run_1/congestion.png
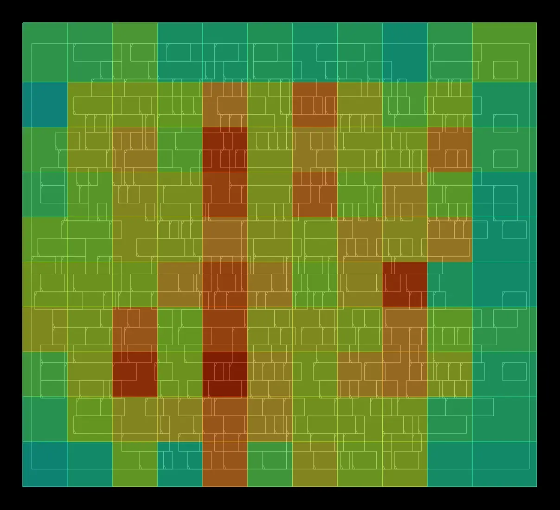
run_1/logic_types.png
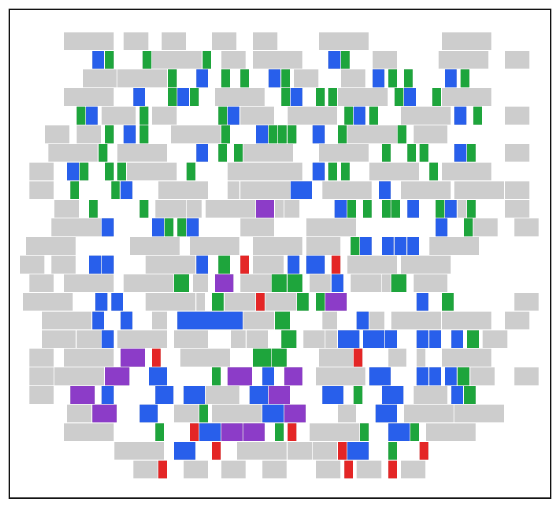
run_1/flops_by_reg.png
The bar under the picture is 20 um long.
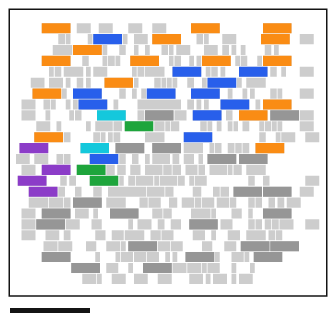
run_1/sizes.png
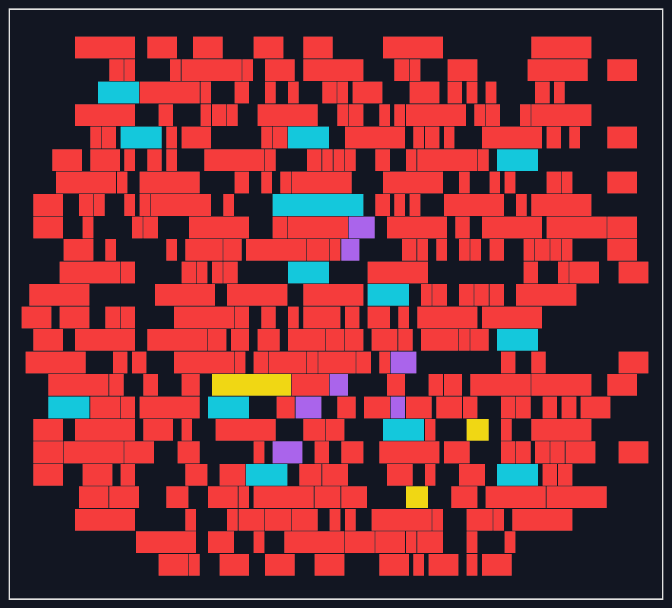
## config.mk

```make
export PLATFORM = sky130hd
export DESIGN_NAME = ppu_ram_port
export DESIGN_NICKNAME = d
export VERILOG_FILES = /design/src/rtl/ppu_ram_port.sv
export SDC_FILE = /design/constraint.sdc
export NUM_CORES = 1
export LEC_CHECK = 0
export CORE_ASPECT_RATIO = 0.9
export CORE_MARGIN = 1
export CORE_UTILIZATION = 45
export DETAILED_ROUTE_END_ITERATION = 16
export PLACE_DENSITY = 0.71
export SETUP_SLACK_MARGIN = 0.4
export SLEW_MARGIN = 20
export SYNTH_ARGS = -nofsm -noshare
export SYNTH_HDL_FRONTEND = slang
export SYNTH_SLANG_ARGS = --single-unit
```

## constraint.sdc

```tcl
create_clock -name clk -period 3.7 [get_ports clk]
set_input_delay 0.74 -clock clk [delete_from_list [all_inputs] [get_ports clk]]
set_output_delay 0.74 -clock clk [all_outputs]
set_load 0.005 [all_outputs]
```

## src/rtl/ppu_ram_port.sv

```systemverilog
// ppu_ram_port: read port from the PPU fetch logic to a narrow external RAM.
// A request is framed on addr_pins as a start code (all ones) followed by the
// address nibbles, MSB first. The reply comes back on data_pins a fixed number
// of cycles after the last address nibble and is returned as one word.
module ppu_ram_port #(
  parameter int RAM_PINS     = 4,
  parameter int ADDR_BITS    = 16,
  parameter int DATA_BITS    = 16,
  parameter int READ_LATENCY = 3
) (
  input  logic                 clk,
  input  logic                 rst_n,
  input  logic                 req_valid,
  output logic                 req_ready,
  input  logic [ADDR_BITS-1:0] req_addr,
  output logic                 rsp_valid,
  output logic [DATA_BITS-1:0] rsp_data,
  output logic [RAM_PINS-1:0]  addr_pins,
  input  logic [RAM_PINS-1:0]  data_pins
);

  localparam int NA = ADDR_BITS / RAM_PINS;
  localparam int ND = DATA_BITS / RAM_PINS;
  localparam int KW = (NA > 1) ? $clog2(NA) : 1;
  localparam int DW = (ND > 1) ? $clog2(ND) : 1;
  localparam logic [KW-1:0] K_LAST = KW'(NA - 1);
  localparam logic [DW-1:0] J_LAST = DW'(ND - 1);

  typedef enum logic [1:0] {
    S_IDLE,
    S_START,
    S_ADDR
  } state_t;

  state_t                state;
  state_t                state_nxt;
  logic [KW-1:0]         nib_idx;
  logic [KW-1:0]         nib_idx_nxt;
  logic [ADDR_BITS-1:0]  addr_sh;
  logic [ADDR_BITS-1:0]  addr_sh_nxt;
  logic [RAM_PINS-1:0]   pins_nxt;
  logic                  last_nib;
  logic                  accept;

  logic [READ_LATENCY-1:0] delay_line;
  logic                    cap_take;
  logic                    cap_busy;
  logic [DW-1:0]           cap_idx;
  logic [DATA_BITS-1:0]    shadow;
  logic [DATA_BITS-1:0]    shadow_nxt;

  // The final address nibble cycle doubles as an accept slot so frames can
  // run back to back; it is also the cycle that launches the reply token.
  assign last_nib  = (state == S_ADDR) && (nib_idx == K_LAST);
  assign req_ready = rst_n && ((state == S_IDLE) || last_nib);
  assign accept    = req_valid && req_ready;

  // Serializer next state; addr_pins is registered, so its next value is
  // computed here from the state being entered.
  always_comb begin
    state_nxt   = state;
    nib_idx_nxt = nib_idx;
    addr_sh_nxt = addr_sh;
    pins_nxt    = '0;
    case (state)
      S_IDLE: begin
        if (accept) begin
          state_nxt   = S_START;
          addr_sh_nxt = req_addr;
          pins_nxt    = '1;
        end
      end
      S_START: begin
        state_nxt   = S_ADDR;
        nib_idx_nxt = '0;
        pins_nxt    = addr_sh[ADDR_BITS-1 -: RAM_PINS];
        addr_sh_nxt = addr_sh << RAM_PINS;
      end
      S_ADDR: begin
        if (nib_idx == K_LAST) begin
          if (accept) begin
            state_nxt   = S_START;
            addr_sh_nxt = req_addr;
            pins_nxt    = '1;
          end else begin
            state_nxt = S_IDLE;
          end
        end else begin
          nib_idx_nxt = nib_idx + 1'b1;
          pins_nxt    = addr_sh[ADDR_BITS-1 -: RAM_PINS];
          addr_sh_nxt = addr_sh << RAM_PINS;
        end
      end
      default: state_nxt = S_IDLE;
    endcase
  end

  // Serializer state and the registered address pins.
  always_ff @(posedge clk) begin
    if (!rst_n) begin
      state     <= S_IDLE;
      nib_idx   <= '0;
      addr_sh   <= '0;
      addr_pins <= '0;
    end else begin
      state     <= state_nxt;
      nib_idx   <= nib_idx_nxt;
      addr_sh   <= addr_sh_nxt;
      addr_pins <= pins_nxt;
    end
  end

  // Token delay line: the top stage marks the cycle of the first data nibble.
  always_ff @(posedge clk) begin
    if (!rst_n) begin
      delay_line <= '0;
    end else begin
      delay_line <= (delay_line << 1) | READ_LATENCY'(last_nib);
    end
  end

  // Frames are at least NA+1 cycles apart and ND <= NA+1, so a new token can
  // never arrive while the previous reply is still being shifted in.
  assign cap_take   = delay_line[READ_LATENCY-1] || cap_busy;
  assign shadow_nxt = (shadow << RAM_PINS) | DATA_BITS'(data_pins);

  // Deserializer: shift in ND nibbles, then publish the word with a pulse.
  always_ff @(posedge clk) begin
    if (!rst_n) begin
      cap_busy  <= 1'b0;
      cap_idx   <= '0;
      shadow    <= '0;
      rsp_valid <= 1'b0;
      rsp_data  <= '0;
    end else begin
      rsp_valid <= 1'b0;
      if (cap_take) begin
        shadow <= shadow_nxt;
        if (cap_idx == J_LAST) begin
          cap_busy  <= 1'b0;
          cap_idx   <= '0;
          rsp_valid <= 1'b1;
          rsp_data  <= shadow_nxt;
        end else begin
          cap_busy <= 1'b1;
          cap_idx  <= cap_idx + 1'b1;
        end
      end
    end
  end

endmodule
```

==> qor.yml, run 1 <==
yosys:
  ys_ff: 59
  logic_family: "AND-OR/OR-AND gates"
  edf_count: 0
  synth_cells: 281
  ys_seq_frac: 0.493
  compound_area_frac: 0.240
  ys_cells: 281
  top_cell: "nand2_1"
  top_area_frac: 0.493
  synthFlopType: "dfxtp_1"
  ys_warn_count: 0
  synth.avg_cell_area_um2: 8.52
  synth_adder_area_share: 0.0366
  yosysUniqueCellTypes: 33
critical_path:
  r2r-end: "addr_pins[1]$_SDFF_PN0_"
  crit_chain: "inv_1, ha_1, a21oi_1, nor2_1, clkdlybuf4s50_1"
  crit_start: "state[0]$_SDFFE_PN0P_"
  arrival_ns: 1.97
  path_max_fanout: 8
  timing.rr.start: "state[0]$_SDFFE_PN0P_"
  crit_cells: 5
die:
  coreArea_mm2: 0.00498
  top_level_ports: 45
  chipWidth_um: 78.9
  rows: 24
  dieHeight_um: 71.2
cts:
  cts_root_buf: "clkbuf_8"
  cts_resized: 0
  postCtsSetupRepairBufs: 0
  htree_levels: 3
  clk_pin_slew_ns: 0.07
  max-clock-path-buffers: 2
  insertion_delay_ns: 0.34
  cts_sinks: 59
global_routing:
  grtUsageTotal: 0.205
  grt_pass1_vias: 1853
  grt_max_degree: 39
route:
  num_vias: 2059
  postRouteAntennaNets: 0
sta:
  tns_ns: 0
  fin_crit_ns: 2.71
  rsz0062_at_grt: "false"
  finalSetupViolCount: 0
  drv_slew: 0
  relSlewSlack: 0.304
  fin_skew_ns: 0.00926
  max_freq_mhz: 369
  period_used_share: 0.732
power_and_ir_drop:
  p_leak_nw: 1.10
  p_per_area_mw_per_mm2: 532
  irDropWorstVdd_uv: 427
placement:
  place_inst: 378
  dp_slack_ns: 1.01
  place_area_mm2: 0.00287
  hpwl_mm: 3.44
min_path:
  hold_path_depth: 1
  hp-class: "flop to flop"
flow_run:
  maxCapViolCount: 0
  tool_warnings: 30
finish:
  num-nets-final: 354
  drive_gt1_frac: 0.0703
  logic_area_mm2: 0.00110
  n_antenna_cell: 0
run_status:
  outcome: "finished clean"
-- congestion.png (at the start) --
busiest grt layer: met1
met1 Use GR: 0.297
wire per inst: 13.4 um
Util after Layout: 0.615

-- logic_types.png (at the start) --
Red shows inverters, cells 13, most used inv_1, where bottom centre. Blue shows inverting AOI/OAI gates, cells 75, most used a21oi_1, where all over the die. Green shows NAND gates, cells 84, most used nand2_1, where all over the die. Purple shows AND-OR and OR-AND gates, cells 13.

-- flops_by_reg.png (at the start) --
Purple shows `addr_pins`, sequential cells 4, where middle left. Blue shows `shadow`, sequential cells 12. Green shows `delay_line`, sequential cells 3. Cyan shows `cap_idx`, sequential cells 2. Orange shows `rsp_data`, sequential cells 16.

-- sizes.png (at the start) --
Purple shows _2 cells, cells 7. Yellow shows _3 and _4 cells, cells 3, most used buf_4. Red shows _0 and _1 cells, cells 304, most used nand2_1. Cyan shows _6 and larger, cells 13, most used clkbuf_8.
crit path setup slack, layout: 0.990 ns
bufs w/o clock: 46
fin area: 0.00307 mm^2

## run 1: metrics by stage
stage	power (mW)	hold WS, ns
6_report	1.63	0.451
5_1_grt	1.72	0.476
4_1_cts	1.65	0.454
3_5_place_dp	1.05	0.433
3_3_place_gp	1.04	0.429
2_1_floorplan	0.945	0.412
## run 1: layout by cell type, fill, tap and decap left out, drive strengths merged, types with 2 or more instances in the layout
cell           instances
a211o                  4
a211oi                 5
a21o                   3
a21oi                 44
a221o                  4
and2                   3
and3b                  2
buf                    2
clkbuf                12
clkdlybuf4s50         44
dfxtp                 59
ha                     7
inv                   13
nand2                 70
nand2b                 6
nand3                  7
nor2                   5
nor2b                  3
o2111ai                4
o21ai                 13
o221ai                 8
## run 1: layout make-up
| class | count | area share |
|---|---|---|
| clock inverters | 2 | 0.0114 |
| multi-input cells | 195 | 0.359 |
| well taps | 65 | 0.0265 |
| repair buffers | 46 | 0.148 |
| inverters | 13 | 0.0159 |
| clock buffers | 12 | 0.0538 |
| flip-flops and latches | 59 | 0.385 |
## run 1: sequential cells by signal, summed over array words and instances, names as in the netlist, 2 cells and up
signal	count
addr_pins	4
addr_sh	16
cap_idx	2
delay_line	3
nib_idx	2
rsp_data	16
shadow	12
state	2
## run 1: layer usage
layer  vias up  GRT usage  share of wire
li1       1062          -              -
met1       938      0.297           0.53
met2        49      0.281           0.40
met3        10     0.0671          0.049
met4         0     0.0788          0.016
met5         -          0              0
## run 1: where the power goes
part | total, mW | internal [mW] | switching, mW
Sequential | 0.704 | 0.681 | 0.0226
Clock | 0.594 | 0.357 | 0.237
Combinational | 0.336 | 0.128 | 0.208
run_1/wires.png
Two of the layers only.
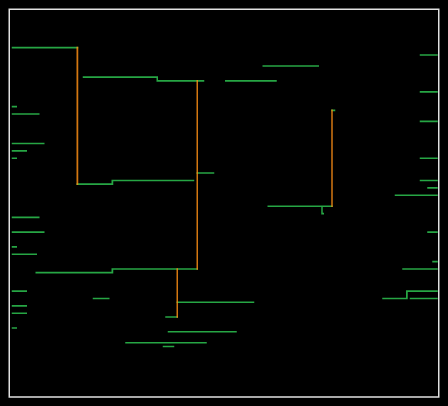

## Run 2: what changed since run 1
- PLACE_DENSITY: 0.71 -> 0.73
- clock period: 3.7 -> 2.45 ns (I/O delays scaled with it)
run_2/wires.png
Two of the layers only.
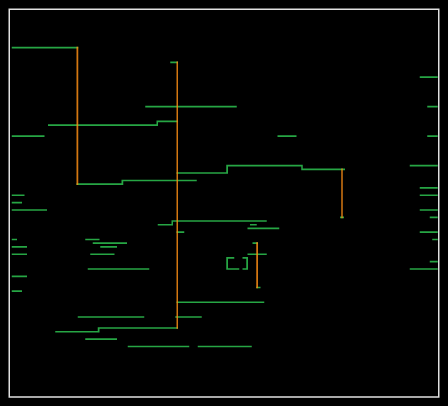
Orange shows metal 4, wire length 91.1 um. Green shows metal 3, wire length 318 um.

==> run 2 against run 1 <==
Effect of this change: area after synthesis is the same; power grew 48%; largest cell class unchanged; largest power group unchanged; critical path type unchanged; utilization grew 1.1 points; clock-buffer cell count shrank 1; final cell count grew 1.5%; sequential share of layout area shrank 0.44 points; via count grew 5.1%.
==> qor.yml, run 2 <==
run_status:
  outcome: "finished clean"  # unchanged
power_and_ir_drop:
  p_leak_nw: 1.11  # was 1.10 nW
  switchingPower_mw: 0.764  # was 0.468 mW
  p_comb_mw: 0.582  # was 0.336 mW
  p_clk_mw: 0.765  # was 0.594 mW
  comb_power_share: 0.240  # was 0.206
  p_seq_mw: 1.07  # was 0.704 mW
  pwr-share-seq: 0.444  # was 0.431
  irDropWorstVdd_uv: 505  # was 427 uV
  p_total_mw: 2.42  # was 1.63 mW
  pwr-share-clk: 0.316  # was 0.364
  p_per_area_mw_per_mm2: 775  # was 532 mW/mm^2
  power_leader: "registers"  # unchanged
  p_sw_frac: 0.315  # was 0.286
  p_int_mw: 1.66  # was 1.17 mW
finish:
  n_antenna_cell: 0  # unchanged
  num-nets-final: 358  # was 354
  layout.cells.most_common: "nand2_1"  # unchanged
  drive_gt1_frac: 0.108  # was 0.0703
  finalNonFillerCells: 398  # was 392
  mostFrequentLayoutCells: "69 x nand2_1, 57 x dfxtp_1, 43 x a21oi_1, 43 x clkdlybuf4s50_1"  # was 69 x nand2_1, 59 x dfxtp_1, 44 x a21oi_1, 44 x clkdlybuf4s50_1, 13 x inv_1
  finish.instance_area_mm2: 0.00312  # was 0.00307 mm^2
  reg_top3: "addr_sh x16, rsp_data x16, shadow x12"  # unchanged
  area_growth_pct: 30.5  # was 28.2%
sta:
  fin_crit_ns: 1.89
  relSlewSlack: 0.531  # was 0.304
  final.setup.worst_slack_ns: 0.562  # was 0.990 ns
  fin_skew_ns: 0.00713  # was 0.00926 ns
  drv_slew: 0  # unchanged
  finalSetupViolCount: 0  # unchanged
  period_used_share: 0.770
  tns_ns: 0  # unchanged
  rsz0062_at_grt: "false"  # unchanged
  hold_slack_ns: 0.435  # was 0.451 ns
  final-hold-violation-count: 0  # unchanged
  tightest_slew_ns: 0.703  # was 1.04 ns
  max_freq_mhz: 530
yosys:
  top_area_frac: 0.493  # unchanged
  edf_count: 0  # unchanged
  synth.net_count: 311  # unchanged
  top_area_cell: "dfxtp_1"  # unchanged
  ys_seq_frac: 0.493  # unchanged
  yosysUniqueCellTypes: 33  # unchanged
  ys_cells: 281  # unchanged
  top_cells_by_count: "69 x nand2_1, 59 x dfxtp_1, 44 x a21oi_1, 13 x inv_1, 11 x o21ai_0"  # unchanged
  synth.avg_cell_area_um2: 8.52  # unchanged
  postSynth.asyncResetShare: 0  # unchanged
  ys_ff: 59  # unchanged
  yosys-stat-area_mm2: 0.00239  # unchanged
  ys_warn_count: 0  # unchanged
  synthFlopType: "dfxtp_1"  # unchanged
  top_cell: "nand2_1"  # unchanged
  syn_area_mm2: 0.00239  # unchanged
  synthTopCellsByArea: "dfxtp_1 49%, nand2_1 11%, a21oi_1 9.2%"  # unchanged
  synth_cells: 281  # unchanged
die:
  rows: 24  # unchanged
  top_level_ports: 45  # unchanged
  die_area_mm2: 0.00562  # unchanged
  fp-utilization: 0.480  # unchanged
  dieHeight_um: 71.2  # unchanged
  coreArea_mm2: 0.00498  # unchanged
  chipWidth_um: 78.9  # unchanged
flow_run:
  tool_warnings: 30  # unchanged
  maxCapViolCount: 0  # unchanged
global_routing:
  grt_antenna_before_repair: 0  # unchanged
  grt_max_degree: 39  # unchanged
  grtUsageTotal: 0.212  # was 0.205
  grt_pass1_vias: 2011  # was 1,853
  use_met3: 0.0723  # was 0.0671
  grt_pass1_wl_mm: 9.12  # was 8.79 mm
  overflow: 0  # unchanged
  grt_use_met1: 0.273  # was 0.297
cts:
  cts_buffers: 9  # unchanged
  cts_hold_buf: 0  # unchanged
  htree_levels: 3  # unchanged
  cts_sinks: 59  # unchanged
  cts_root_buf: "clkbuf_8"  # unchanged
  clk_pin_slew_ns: 0.06  # was 0.07 ns
  max-clock-path-buffers: 2  # unchanged
  tritoncts: "done"  # unchanged
  insertion_delay_ns: 0.34  # about the same
placement:
  gp_congestion: 0.835  # was 0.784
  dp_slack_ns: 0.312  # was 1.01 ns
  place_area_mm2: 0.00288  # was 0.00287 mm^2
  io_buffers: 44  # unchanged
  place_inst: 379  # was 378
  hpwl_mm: 3.56  # was 3.44 mm
critical_path:
  critical_path.max_stage_delay_ns: 0.38  # was 0.45 ns
  path_max_fanout: 5  # was 8
  crit_path_start_kind: "flop"  # unchanged
  cp_slowest_cell: "dfxtp_4"  # was clkdlybuf4s50_1
  crit_type: "flop to output pin"  # unchanged
  cp-end-kind: "output pin"  # unchanged
  cp.required_ns: 1.96  # was 2.96 ns
  arrival_ns: 1.40  # was 1.97 ns
  crit_chain: "inv_2, ha_4, a21oi_4, nor2_1, dlygate4sd2_1"  # was inv_1, ha_1, a21oi_1, nor2_1, clkdlybuf4s50_1
route:
  routed_wl_mm: 5.43  # was 5.25 mm
  num_vias: 2164  # was 2,059
  drc: 0  # unchanged
  routed_via_density: 5.44  # was 5.25
  firstDrtPassIters: 4  # unchanged
  drt_iter0_markers: 143  # was 108
  postRouteAntennaNets: 0  # unchanged
  wl_per_cell_um: 13.6  # was 13.4 um
min_path:
  hp-class: "flop to flop"  # unchanged
run_2/congestion.png
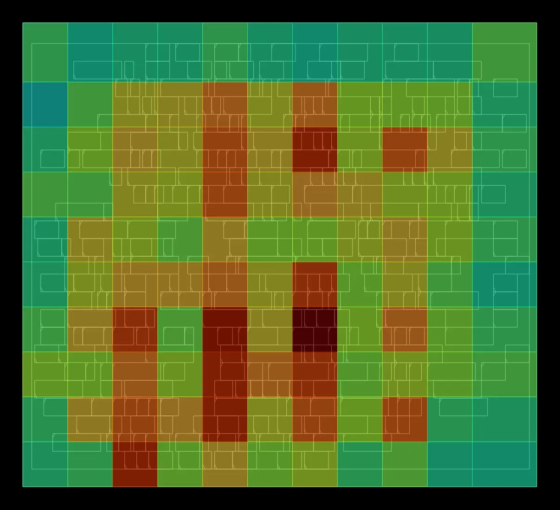
busiest grt layer: met2
Util after Layout: 0.627
GR Util met2: 0.325

## run 2: cell counts after synthesis
Identical to the previous run, type by type.
## run 2: repair_timing
action / CTS / global route
buffers inserted: 3 / 0
gates resized: 15 / 0
endpoints found under the setup margin: 1 / 0
hold endpoints to repair: 0 / 0
## run 2: cell type report
| type | count | area (um^2) |
|---|---|---|
| Fill cell | 470 | 1860 |
| Sequential cell | 59 | 1190 |
| Multi-Input combinational cell | 195 | 1150 |
| Timing Repair Buffer | 50 | 484 |
| Clock buffer | 11 | 141 |
| Tap cell | 65 | 81.3 |
| Inverter | 13 | 48.8 |
| Clock inverter | 5 | 28.8 |
## run 2: cell families after synthesis
family,after synthesis,synth area share
AND-OR/OR-AND,88,0.240
AND/OR/NAND/NOR,100,0.183
buffers and inverters,27,0.0465
adder cells (fa/ha/maj),7,0.0366
flip-flops,59,0.493
## run 2: routing by layer
| metal | wire (um) | up-vias |
|---|---|---|
| li1 | - | 1069 |
| met1 | 2550 | 1012 |
| met2 | 2470 | 71 |
| met3 | 317 | 12 |
| met4 | 91 | 0 |
| met5 | 0 | - |
## run 2: critical path, delay by kind of cell, from the launching register on
kind,cells,cell delay (ns)
flip-flops,1,0.38
adder cells (fa/ha/maj),1,0.17
AND-OR/OR-AND,1,0.14
buffers and inverters,2,0.32
AND/OR/NAND/NOR,1,0.05
## run 2: final timing paths
kind	startpoint	endpoint	slack [ns]	depth (start not counted)
setup / recovery	state[0]$_SDFFE_PN0P_	req_ready	0.56	5
setup reg to reg	state[0]$_SDFFE_PN0P_	addr_pins[2]$_SDFF_PN0_	0.65	6
hold reg to reg	delay_line[0]$_SDFF_PN0_	delay_line[1]$_SDFF_PN0_	0.44	1
hold / removal	delay_line[0]$_SDFF_PN0_	delay_line[1]$_SDFF_PN0_	0.44	1
run_2/flops_by_reg.png
The bar under the picture is 20 um long.
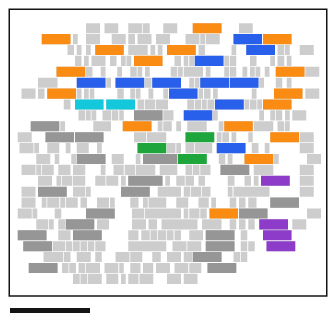

## Run 3: what changed since run 2
- clock period: 2.45 -> 1.7 ns (I/O delays scaled with it)
run_3/flops_by_reg.png
The bar under the picture is 20 um long.
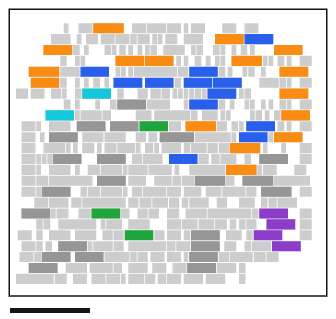
Orange shows `rsp_data`, sequential cells 16. Purple shows `addr_pins`, sequential cells 4, where lower right. Cyan shows `cap_idx`, sequential cells 2. Blue shows `shadow`, sequential cells 12. Green shows `delay_line`, sequential cells 3.

run_3/congestion.png
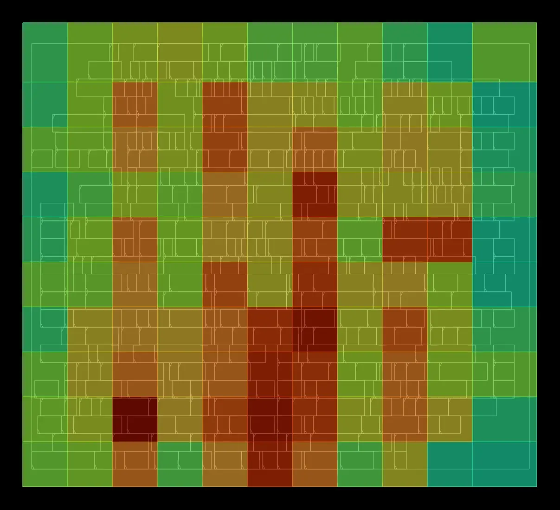
wire per inst: 15.7 um
GRT Overall Usage: 0.243

==> run 3 against run 2 <==
Effect of this change: combinational power increased to 2.5 times the previous value; routed wire length increased by 23%; register-to-register slack got worse by 0.50 ns; die size unchanged; via count increased by 7.2%; sequential cell count unchanged; global-route usage increased by 3.1 points; critical path type unchanged; critical endpoint unchanged; highest routed layer unchanged.
==> qor.yml, run 3 <==
run_status:
  outcome: "finished clean"  # unchanged
yosys:
  synth.avg_cell_area_um2: 8.52  # unchanged
  xor_share: 0  # unchanged
  yosys-stat-area_mm2: 0.00239  # unchanged
  top_cells_by_count: "69 x nand2_1, 59 x dfxtp_1, 44 x a21oi_1, 13 x inv_1, 11 x o21ai_0"  # unchanged
  logic_family: "AND-OR/OR-AND gates"  # unchanged
  syn_area_mm2: 0.00239  # unchanged
  synthTopCellsByArea: "dfxtp_1 49%, nand2_1 11%, a21oi_1 9.2%"  # unchanged
  ys_sh_mux: 0  # unchanged
  ys_ff: 59  # unchanged
  postSynth.asyncResetShare: 0  # unchanged
  ys_seq_frac: 0.493  # unchanged
  synth_adder_area_share: 0.0366  # unchanged
  compound_area_frac: 0.240  # unchanged
  yosysUniqueCellTypes: 33  # unchanged
  simple_gate_share: 0.183  # unchanged
  synth_cells: 281  # unchanged
  ys_warn_count: 0  # unchanged
  top_area_cell: "dfxtp_1"  # unchanged
  top_area_frac: 0.493  # unchanged
  top_cell: "nand2_1"  # unchanged
  synth.net_count: 311  # unchanged
  edf_count: 0  # unchanged
  ys_cells: 281  # unchanged
  synthFlopType: "dfxtp_1"  # unchanged
route:
  firstDrtPassIters: 4  # unchanged
  drc: 0  # unchanged
  num_vias: 2320  # was 2,164
  drt_iter0_markers: 143  # unchanged
  postRouteAntennaNets: 0  # unchanged
  routed_via_density: 5.47  # was 5.44
  routed_wl_mm: 6.67  # was 5.43 mm
global_routing:
  overflow: 0  # unchanged
  grt_pass1_wl_mm: 10.1  # was 9.12 mm
  grt_antenna_before_repair: 0  # unchanged
  grt_max_degree: 39  # unchanged
  grt_pass1_vias: 2138  # was 2,011
cts:
  cts_hold_buf: 0  # unchanged
  max-clock-path-buffers: 2  # unchanged
  insertion_delay_ns: 0.35  # was 0.34 ns
  cts_buffers: 9  # unchanged
  cts_sinks: 59  # unchanged
  clk_pin_slew_ns: 0.07  # was 0.06 ns
  tritoncts: "done"  # unchanged
  cts_root_buf: "clkbuf_8"  # unchanged
  htree_levels: 3  # unchanged
die:
  die_area_mm2: 0.00562  # unchanged
  coreArea_mm2: 0.00498  # unchanged
  dieHeight_um: 71.2  # unchanged
  chipWidth_um: 78.9  # unchanged
  rows: 24  # unchanged
  top_level_ports: 45  # unchanged
  fp-utilization: 0.480  # unchanged
sta:
  final.setup.worst_slack_ns: 0.112  # was 0.562 ns
  fin_crit_ns: 1.59
  max_freq_mhz: 630
  tightest_slew_ns: 0.446  # was 0.703 ns
  tns_ns: 0  # unchanged
  final-hold-violation-count: 0  # unchanged
  period_used_share: 0.934
  fin_skew_ns: 0.00619  # was 0.00713 ns
  relSlewSlack: 0.702  # was 0.531
  rsz0062_at_grt: "true"  # was false
  finalSetupViolCount: 0  # unchanged
  drv_slew: 0  # unchanged
  hold_slack_ns: 0.438  # was 0.435 ns
finish:
  nFillCells: 361  # was 470
  area_growth_pct: 56.9  # was 30.5%
  layout.cells.most_common: "nand2_1"  # unchanged
  mostFrequentLayoutCells: "69 x nand2_1, 49 x dfxtp_1, 38 x a21oi_1"  # was 69 x nand2_1, 57 x dfxtp_1, 43 x a21oi_1, 43 x clkdlybuf4s50_1
  num-nets-final: 384  # was 358
  reg_top3: "addr_sh x16, rsp_data x16, shadow x12"  # unchanged
  n_antenna_cell: 0  # unchanged
  drive_gt1_frac: 0.315  # was 0.108
placement:
  io_buffers: 44  # unchanged
  hpwl_mm: 3.62  # was 3.56 mm
  gp_congestion: 0.786  # was 0.835
  dp_slack_ns: -0.109  # was 0.312 ns
flow_run:
  tool_warnings: 33  # was 30
  maxCapViolCount: 0  # unchanged
power_and_ir_drop:
  power_leader: "clock"  # was registers
  switchingPower_mw: 1.44  # was 0.764 mW
  irDropWorstVdd_uv: 1150  # was 505 uV
  p_total_mw: 4.77  # was 2.42 mW
  pwr-share-seq: 0.325  # was 0.444
  p_clk_mw: 1.77  # was 0.765 mW
  p_leak_nw: 1.42  # was 1.11 nW
  p_comb_mw: 1.46  # was 0.582 mW
  p_per_area_mw_per_mm2: 1270  # was 775 mW/mm^2
  p_seq_mw: 1.55  # was 1.07 mW
  p_sw_frac: 0.301  # was 0.315
  p_int_mw: 3.33  # was 1.66 mW
  comb_power_share: 0.305  # was 0.240
  pwr-share-clk: 0.370  # was 0.316
min_path:
  hp-class: "flop to flop"  # unchanged
critical_path:
  crit_path_start_kind: "flop"  # unchanged
  crit_type: "flop to output pin"  # unchanged
  path_max_fanout: 3  # was 5
  arrival_ns: 1.25  # was 1.40 ns
  cp-end-kind: "output pin"  # unchanged
  cp.required_ns: 1.36  # was 1.96 ns
==> run 3: through the flow <==
stage,instances,util,area (um^2)
2_1_floorplan,281,-,2430
3_3_place_gp,391,0.603,3000
3_5_place_dp,391,0.603,3000
4_1_cts,417,0.717,3570
5_1_grt,424,0.753,3750
6_report,424,0.753,3750
==> run 3: worst paths after layout <==
kind,start,to,slack (ns),depth (start not counted)
min reg2reg,delay_line[0]$_SDFF_PN0_,delay_line[1]$_SDFF_PN0_,0.44,1
max,state[1]$_SDFFE_PN0P_,req_ready,0.11,5
min,delay_line[0]$_SDFF_PN0_,delay_line[1]$_SDFF_PN0_,0.44,1
max reg2reg,state[0]$_SDFFE_PN0P_,addr_sh[13]$_SDFFE_PN0P_,0.15,6
==> run 3: critical path, cell delays in order, from the launching register on <==
cell and delay [ns]:
dfxtp_4 0.38, inv_4 0.04, ha_4 0.16, a21oi_4 0.15, nor2_2 0.04, buf_2 0.12
==> run 3: area by class of cell <==
| cell class | count | area, um^2 | share of cell area |
|---|---|---|---|
| multi-input combinational | 196 | 1460 | 0.389 |
| sequential | 59 | 1200 | 0.319 |
| timing repair buffer | 75 | 687 | 0.183 |
| clock buffer | 12 | 155 | 0.0413 |
| clock inverter | 4 | 120 | 0.0320 |
| tap | 65 | 81.3 | 0.0217 |
| inverter | 13 | 53.8 | 0.0143 |
==> run 3: routing by layer <==
layer	global-route usage	part of all wire	vias up	routed length, um
li1	-	-	1126	-
met3	0.103	0.060	17	401
met1	0.307	0.43	1094	2890
met2	0.350	0.48	83	3200
met4	0.133	0.027	0	178
met5	0	0	-	0
==> run 3: timing repair <==
action	in CTS	in global routing
buffers inserted	9	6
gates cloned	1	1
gates resized	86	39
endpoints found under the setup margin	47	58
pin swaps	22	10
No activity file was given, so power comes from the tool's default toggle rates.
